run_1/metal_stack.png
(2 px per µm) Only two layers are drawn.
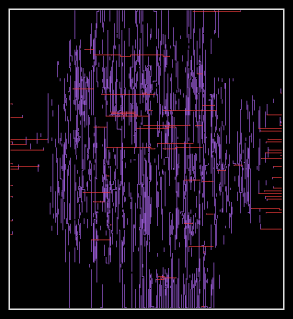
run_1/gate_families.png
(2 px per µm)
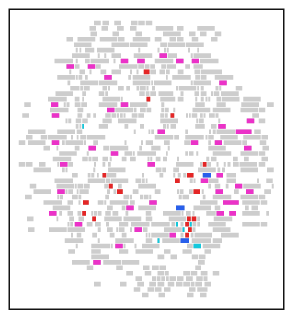
run_1/wire_density.png
(2 px per µm) 27 x 30 tiles, from dark purple (low) to yellow (high), scaled to the fullest tile. Values are wire area over tile area, all layers added.
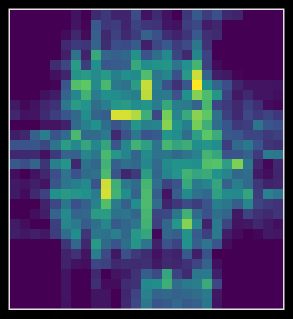
--- config.mk ---
export PLATFORM = sky130hd
export DESIGN_NAME = mmio_responder
export DESIGN_NICKNAME = d
export VERILOG_FILES = /design/src/rtl/mmio_responder_pkg.sv /design/src/rtl/mmio_responder_input_debounce.sv /design/src/rtl/mmio_responder.sv
export SDC_FILE = /design/constraint.sdc
export NUM_CORES = 1
export LEC_CHECK = 0
export ABC_AREA = 0
export CAP_MARGIN = 20
export CELL_PAD_IN_SITES_DETAIL_PLACEMENT = 0
export CELL_PAD_IN_SITES_GLOBAL_PLACEMENT = 1
export CORE_ASPECT_RATIO = 1.1
export CORE_MARGIN = 4
export CORE_UTILIZATION = 30
export CTS_BUF_LIST = sky130_fd_sc_hd__clkbuf_2 sky130_fd_sc_hd__clkbuf_4 sky130_fd_sc_hd__clkbuf_8
export DETAILED_ROUTE_END_ITERATION = 12
export GPL_ROUTABILITY_DRIVEN = 0
export GPL_TIMING_DRIVEN = 0
export PLACE_DENSITY = 0.65
export SETUP_SLACK_MARGIN = 0.1
export SLEW_MARGIN = 40
export SYNTH_ARGS = -nofsm -noshare
export SYNTH_HDL_FRONTEND = slang
export SYNTH_SLANG_ARGS = --single-unit
--- constraint.sdc ---
create_clock -name clock -period 11.4 [get_ports clock]
set_clock_uncertainty 0.15 [all_clocks]
set_input_delay 2.28 -clock clock [delete_from_list [all_inputs] [get_ports clock]]
set_output_delay 2.28 -clock clock [all_outputs]
set_load 0.03 [all_outputs]
--- src/rtl/mmio_responder_pkg.sv ---
// Shared definitions for the MMIO responder: register offsets, FSM states, STATUS bit layout.
package mmio_responder_pkg;
  typedef enum logic [1:0] {
    ST_IDLE = 2'd0,
    ST_WAIT = 2'd1,
    ST_DONE = 2'd2
  } state_e;

  localparam logic [2:0] MMIO_GPIO_OUT  = 3'd0;
  localparam logic [2:0] MMIO_GPIO_IN   = 3'd1;
  localparam logic [2:0] MMIO_TIMER     = 3'd2;
  localparam logic [2:0] MMIO_TIMER_CMP = 3'd3;
  localparam logic [2:0] MMIO_STATUS    = 3'd4;

  localparam int MMIO_STATUS_MATCH = 0;
endpackage

--- src/rtl/mmio_responder_input_debounce.sv ---
// One GPIO input bit: 2-flop synchronizer, plus a stability filter when MMIO_DEBOUNCE_EN is defined.
module input_debounce #(
  parameter int DEBOUNCE_CYCLES = 16
) (
  input  logic clock,
  input  logic reset,
  input  logic pin,
  output logic q
);
  logic s1_q, s2_q;

  always_ff @(posedge clock or posedge reset) begin
    if (reset) begin
      s1_q <= 1'b0;
      s2_q <= 1'b0;
    end else begin
      s1_q <= pin;
      s2_q <= s1_q;
    end
  end

`ifdef MMIO_DEBOUNCE_EN
  localparam int CW = $clog2(DEBOUNCE_CYCLES + 1);
  logic [CW-1:0] cnt_q, cnt_d;
  logic          q_q, q_d;

  // Count consecutive samples that disagree with the filtered value; any agreement restarts the count.
  always_comb begin
    cnt_d = '0;
    q_d   = q_q;
    if (s2_q != q_q) begin
      if (cnt_q == CW'(DEBOUNCE_CYCLES - 1)) q_d = s2_q;
      else                                   cnt_d = cnt_q + 1'b1;
    end
  end

  always_ff @(posedge clock or posedge reset) begin
    if (reset) begin
      cnt_q <= '0;
      q_q   <= 1'b0;
    end else begin
      cnt_q <= cnt_d;
      q_q   <= q_d;
    end
  end

  assign q = q_q;
`else
  localparam int unused_debounce = DEBOUNCE_CYCLES;
  assign q = s2_q;
`endif
endmodule

--- src/rtl/mmio_responder.sv ---
// MMIO target: decodes a 32-byte window, stalls LATENCY+1 cycles, then completes against GPIO/timer regs.
// Optional input filtering is enabled with MMIO_DEBOUNCE_EN.
module mmio_responder
  import mmio_responder_pkg::*;
#(
  parameter logic [31:0] BASE_ADDR       = 32'h0000_2000,
  parameter int          LATENCY         = 1,
  parameter int          DEBOUNCE_CYCLES = 16
) (
  input  logic        clock,
  input  logic        reset,
  input  logic [31:0] address,
  input  logic [31:0] input_data,
  input  logic        mem_read,
  input  logic        mem_write,
  output logic [31:0] output_data,
  output logic        stall,
  input  logic [3:0]  input_peripherals,
  output logic [3:0]  output_peripherals
);
  localparam logic [3:0] LAT_M1 = 4'(LATENCY - 1);

  state_e      state_q, state_d;
  logic [3:0]  cnt_q, cnt_d;
  logic [31:0] rdata_q, rdata_d;
  logic [3:0]  gpio_out_q, gpio_out_d;
  logic [31:0] timer_q, timer_d;
  logic [31:0] cmp_q, cmp_d;
  logic        match_q, match_d;

  logic        sel, req, commit, wr;
  logic [2:0]  offset;
  logic [31:0] rmux;
  logic [3:0]  gpio_in;
  logic        unused_addr;

  assign sel         = address[31:5] == BASE_ADDR[31:5];
  assign req         = sel && (mem_read || mem_write);
  assign offset      = address[4:2];
  assign unused_addr = ^address[1:0];

  for (genvar i = 0; i < 4; i++) begin : g_in
    input_debounce #(.DEBOUNCE_CYCLES(DEBOUNCE_CYCLES)) u_db (
      .clock (clock),
      .reset (reset),
      .pin   (input_peripherals[i]),
      .q     (gpio_in[i])
    );
  end

  // The edge that enters DONE both captures the old value and commits the write.
  assign commit = (state_q == ST_WAIT) && req && (cnt_q == 4'd0);
  assign wr     = commit && mem_write;

  always_comb begin
    rmux = '0;
    case (offset)
      MMIO_GPIO_OUT:  rmux[3:0] = gpio_out_q;
      MMIO_GPIO_IN:   rmux[3:0] = gpio_in;
      MMIO_TIMER:     rmux      = timer_q;
      MMIO_TIMER_CMP: rmux      = cmp_q;
      MMIO_STATUS:    rmux[MMIO_STATUS_MATCH] = match_q;
      default:        rmux      = '0;
    endcase
  end

  always_comb begin
    state_d    = state_q;
    cnt_d      = cnt_q;
    rdata_d    = '0;
    gpio_out_d = gpio_out_q;
    timer_d    = timer_q + 32'd1;
    cmp_d      = cmp_q;
    match_d    = match_q;

    case (state_q)
      ST_IDLE: if (req) begin
        state_d = ST_WAIT;
        cnt_d   = LAT_M1;
      end
      ST_WAIT: begin
        if (!req)             state_d = ST_IDLE;
        else if (commit) begin
          state_d = ST_DONE;
          rdata_d = rmux;
        end else              cnt_d = cnt_q - 4'd1;
      end
      default: state_d = ST_IDLE;
    endcase

    if (wr) begin
      case (offset)
        MMIO_GPIO_OUT:  gpio_out_d = input_data[3:0];
        MMIO_TIMER:     timer_d    = input_data;
        MMIO_TIMER_CMP: cmp_d      = input_data;
        MMIO_STATUS:    if (input_data[MMIO_STATUS_MATCH]) match_d = 1'b0;
        default: ;
      endcase
    end
    // A compare hit wins over a clear landing in the same cycle.
    if (timer_q == cmp_q) match_d = 1'b1;
  end

  always_ff @(posedge clock or posedge reset) begin
    if (reset) begin
      state_q    <= ST_IDLE;
      cnt_q      <= '0;
      rdata_q    <= '0;
      gpio_out_q <= '0;
      timer_q    <= '0;
      cmp_q      <= 32'hFFFF_FFFF;
      match_q    <= 1'b0;
    end else begin
      state_q    <= state_d;
      cnt_q      <= cnt_d;
      rdata_q    <= rdata_d;
      gpio_out_q <= gpio_out_d;
      timer_q    <= timer_d;
      cmp_q      <= cmp_d;
      match_q    <= match_d;
    end
  end

  assign stall              = !reset && req && (state_q != ST_DONE);
  assign output_data        = rdata_q;
  assign output_peripherals = gpio_out_q;
endmodule

==> results.py, run 1 <==
# Flow results
metrics = {
    "logic_synthesis": {
        "synthAdderAreaFrac_pct": 0.689,
        "synth_area_um2": 5440,
        "yosys_area_um2": 5440,
        "synth-seq-cells": 115,
        "yosys_warnings": 0,
        "synth_cell_types": 41,
        "ys_sh_xor_pct": 9.97,
        "avgSynthCellArea_um2": 11.1,
        "top_cells_by_count": "dfrtp_1, nor2_1, xnor2_1",
        "yosys.area.top_type_share_pct": 38.2,
        "ys_cells": 490,
        "top_logic_kind": "simple AND/OR/NAND/NOR gates",
        "flop_cell": "dfrtp_1",
        "syn_inst": 490,
        "edf_count": 0,
        "aoi_share_pct": 8.43,
        "async_flop_share_pct": 100,
        "ys_sh_mux_pct": 9.03,
        "ys_seq_share_pct": 53.6,
        "synth_nets": 565,
    },
    "power": {
        "seq-power_mw": 0.411,
        "p_leak_nw": 2.87,
        "p_seq_share_pct": 49.3,
        "internal_power_mw": 0.653,
        "vdd.ir_drop.worst_v": 0.0000704,
        "power_density_nw_per_um2": 115,
        "p_comb_mw": 0.0447,
        "combPwrFrac_pct": 5.4,
        "swShare_pct": 21.6,
        "power_leader": "registers",
        "power_frac_clock_pct": 45.3,
        "p_clk_mw": 0.377,
        "finalPower_mw": 0.832,
        "switching_power_mw": 0.180,
    },
    "layout": {
        "logic_area_um2": 2370,
        "n_clock_buffer": 27,
        "bufAreaShareNonClock_pct": 16.6,
        "sh_comb_area_pct": 32.9,
        "seq_area_um2": 2920,
        "fillCellCount": 1786,
        "largest_cell_class": "flip-flops and latches",
        "design.seq.count": 115,
        "lay_top_cells": "clkdlybuf4s50_1, dfrtp_1, nor2_1",
        "buffers_excl_clock": 134,
        "drive_gt1_share_pct": 18.6,
        "final_util_pct": 40.6,
        "nets": 688,
        "logic_gates": 339,
        "fin_area_um2": 7210,
        "non_clock_inverter_count": 6,
        "final_cells": 863,
        "num_antenna_cells": 0,
        "seq_share_pct": 40.5,
    },
    "critical_path": {
        "required_ns": 8.97,
        "critical_path.max_stage_delay_ns": 0.76,
        "r2r_slack_ns": 8.71,
        "path_class": "input pin to primary output",
        "critPathLaunch": "address[8]",
        "crit_chain": "clkdlybuf4s50_1 -> nor4b_2 -> o2111ai_1 -> a2111oi_0 -> clkdlybuf4s50_1",
        "crit_path_top_delay_cell": "clkdlybuf4s50_1",
        "critPathCaptureType": "primary output",
        "arrival_ns": 4.46,
        "regToRegStartpoint": "cnt_q[0]",
        "worst-path-max-fanout": 4,
        "reg2regPathDepth": 8,
        "cp.depth": 5,
        "worstSetupStartpointType": "input pin",
        "crit_end": "stall",
        "critPathTopFamily": "buffers and inverters",
    },
    "timing": {
        "tightestPinTransition_ns": 0.673,
        "fmax_mhz": 145,
        "finalWorstSetupSlack_ns": 4.51,
        "grt_setup_unrepaired": "false",
        "min_period_ns": 6.89,
        "maxSlewHeadroom_pct": 55.1,
        "hold-worst-slack_ns": 0.202,
        "finalSetupTns_ns": 0,
        "hold_viol": 0,
    },
    "drt": {
        "wl_met2_um": 7870,
        "avgRoutedWirePerCell_um": 17.6,
        "postRouteAntennaNets": 0,
        "drtPass1Iterations": 4,
        "drt_iter0_markers": 249,
        "route.vias.total": 4161,
        "vias_per_cell": 4.82,
        "wl_um": 15200,
        "wl_met1_um": 6460,
        "drc": 0,
    },
    "clocking": {
        "cts_setup_buffers": 0,
        "cts_tree": "yes",
        "post_cts_resized": 0,
        "cts.root.buffer_cell": "clkbuf_8",
        "cts_buffers": 17,
        "path_clk_slew_ns": 0.06,
        "clk_latency_ns": 0.45,
        "clk_path_buf_depth": 2,
    },
    "grt": {
        "gr-usage-met3_pct": 3.34,
        "met2_usage_pct": 27.2,
        "grt_busiest_layer": "met2",
        "grt_usage_pct": 15.7,
        "grt_overflow_total": 0,
        "antenna_found_initial": 0,
        "gr-usage-met1_pct": 19.3,
        "grt_pass1_vias": 4449,
        "grt_first_pass_wirelength_um": 24200,
    },
    "placement": {
        "io_buffers": 103,
        "dpl_cell_area_um2": 6810,
        "dp.cells": 832,
        "post-place-ws_ns": 4.47,
    },
    "job": {
        "maxCapViolCount": 0,
        "warnings": 29,
    },
    "floorplan": {
        "dieArea_um2": 20400,
        "core-area_um2": 17700,
        "taps": 238,
        "die_x_um": 136,
        "die_h_um": 149,
    },
    "status": {
        "outcome": "finished clean",
    },
    "min_path": {
        "hold_start": "g_in[1].u_db.s1_q",
        "holdPathEnd": "g_in[1].u_db.q",
        "worstHoldPathCells": 0,
        "hold_path_class": "register to register",
    },
}
About metal_stack.png:
- met2: purple (wire length 7870 µm)
- met3: red (wire length 614 µm)

About gate_families.png:
- adder and majority cells: blue (cells 3)
- multiplexers: magenta (cells 42)
- inverters: cyan (cells 6)
- AND and OR gates: red (cells 18)

About wire_density.png:
- fullest tile: 0.48
- tiles over half the peak: 14%
- densest ninth of the die: middle
- emptiest ninth of the die: bottom left
- mean over tiles: 0.12
- nearly empty tiles: 23%

## Run 2: what changed since run 1
==> constraint.sdc (replaced) <==
create_clock -name clock -period 6.7 [get_ports clock]
set_clock_uncertainty 0.15 [all_clocks]
set_input_delay 1.34 -clock clock [delete_from_list [all_inputs] [get_ports clock]]
set_output_delay 1.34 -clock clock [all_outputs]
set_load 0.03 [all_outputs]
run_2/metal_stack.png
(2 px per µm) Only two layers are drawn.
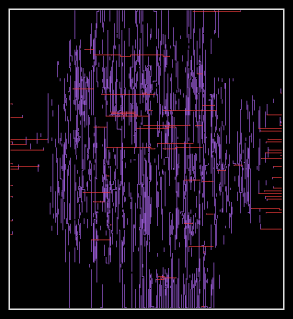
- met2: purple (wire length 7870 µm)
- met3: red (wire length 614 µm)

==> results.py, run 2 <==
# Flow results
metrics = {
    "min_path": {
        "hold_path_class": "register to register",
        "hold_start": "g_in[1].u_db.s1_q",
    },
    "drt": {
        "avgRoutedWirePerCell_um": 17.6,
        "drt_iter0_markers": 249,
        "route.vias.total": 4161,
        "vias_per_cell": 4.82,
        "postRouteAntennaNets": 0,
        "wl_met2_um": 7870,
        "drtPass1Iterations": 4,
        "drc": 0,
        "wl_um": 15200,
    },
    "critical_path": {
        "r2r_slack_ns": 4.01,
        "cp.depth": 5,
        "critical_path.max_stage_delay_ns": 0.76,
        "crit_chain": "clkdlybuf4s50_1 -> nor4b_2 -> o2111ai_1 -> a2111oi_0 -> clkdlybuf4s50_1",
        "worst-path-max-fanout": 4,
        "reg2regPathDepth": 8,
        "critPathTopFamily": "buffers and inverters",
        "critPathCaptureType": "primary output",
        "worstSetupStartpointType": "input pin",
        "critPathLaunch": "address[8]",
        "crit_path_top_delay_cell": "clkdlybuf4s50_1",
        "crit_end": "stall",
        "arrival_ns": 3.52,
        "path_class": "input pin to primary output",
    },
    "clocking": {
        "clk_latency_ns": 0.45,
        "cts_tree": "yes",
        "cts_setup_buffers": 0,
        "cts.root.buffer_cell": "clkbuf_8",
        "post_cts_resized": 0,
        "path_clk_slew_ns": 0.06,
    },
    "logic_synthesis": {
        "top_logic_kind": "simple AND/OR/NAND/NOR gates",
        "flop_cell": "dfrtp_1",
        "yosys_warnings": 0,
        "yosys.area.top_type_share_pct": 38.2,
        "synth-seq-cells": 115,
        "aoi_share_pct": 8.43,
        "ys_seq_share_pct": 53.6,
        "async_flop_share_pct": 100,
        "synth_cell_types": 41,
        "synth_nets": 565,
        "top_cells_by_count": "dfrtp_1, nor2_1, xnor2_1",
        "ys_sh_xor_pct": 9.97,
        "synth_area_um2": 5440,
    },
    "layout": {
        "sh_comb_area_pct": 32.9,
        "seq_share_pct": 40.5,
        "fillCellCount": 1786,
        "seq_area_um2": 2920,
        "design.seq.count": 115,
        "non_clock_inverter_count": 6,
        "drive_gt1_share_pct": 18.6,
        "lay_top_cells": "clkdlybuf4s50_1, dfrtp_1, nor2_1",
        "bufAreaShareNonClock_pct": 16.6,
        "final_util_pct": 40.6,
        "logic_area_um2": 2370,
        "logic_gates": 339,
    },
    "power": {
        "switching_power_mw": 0.305,
        "swShare_pct": 21.6,
        "internal_power_mw": 1.11,
        "p_clk_mw": 0.641,
        "finalPower_mw": 1.42,
        "power_leader": "registers",
        "combPwrFrac_pct": 5.4,
        "p_comb_mw": 0.0761,
        "vdd.ir_drop.worst_v": 0.000120,
        "p_leak_nw": 2.87,
    },
    "timing": {
        "hold-worst-slack_ns": 0.202,
        "tightestPinTransition_ns": 0.673,
        "min_period_ns": 5.01,
        "finalWorstSetupSlack_ns": 1.69,
        "maxSlewHeadroom_pct": 55.1,
        "grt_setup_unrepaired": "false",
        "fmax_mhz": 200,
        "finalSetupTns_ns": 0,
    },
    "status": {
        "outcome": "finished clean",
    },
    "grt": {
        "grt_overflow_total": 0,
        "antenna_found_initial": 0,
        "grt_first_pass_wirelength_um": 24200,
        "grt_usage_pct": 15.7,
        "grt_pass1_vias": 4449,
        "gr-usage-met1_pct": 19.3,
        "gr-usage-met3_pct": 3.34,
        "grt_busiest_layer": "met2",
    },
    "floorplan": {
        "die_x_um": 136,
        "dieArea_um2": 20400,
        "die_h_um": 149,
    },
    "placement": {
        "post-place-ws_ns": 1.65,
        "dpl_cell_area_um2": 6810,
        "dp.cells": 832,
    },
    "job": {
        "maxCapViolCount": 0,
    },
}
run_2/zoom.png
Region (53, 60) to (83, 90) µm. Cells in gray, sequential cells in the stronger gray; small squares are vias.
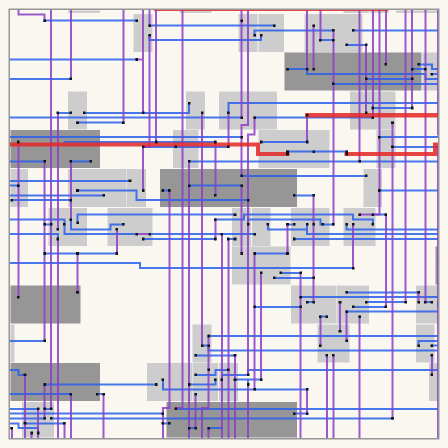
- met2: purple
- met3: red
- met1: blue
- most frequent: clkbuf_1 (9)
- sequential cells in the window: 6
- netlist names of flops here include: `cmp_q` (3), `timer_q` (3)
- cells with their middle in the window: 36

Power figures rest on the tool's default switching activity, not on a simulated workload.
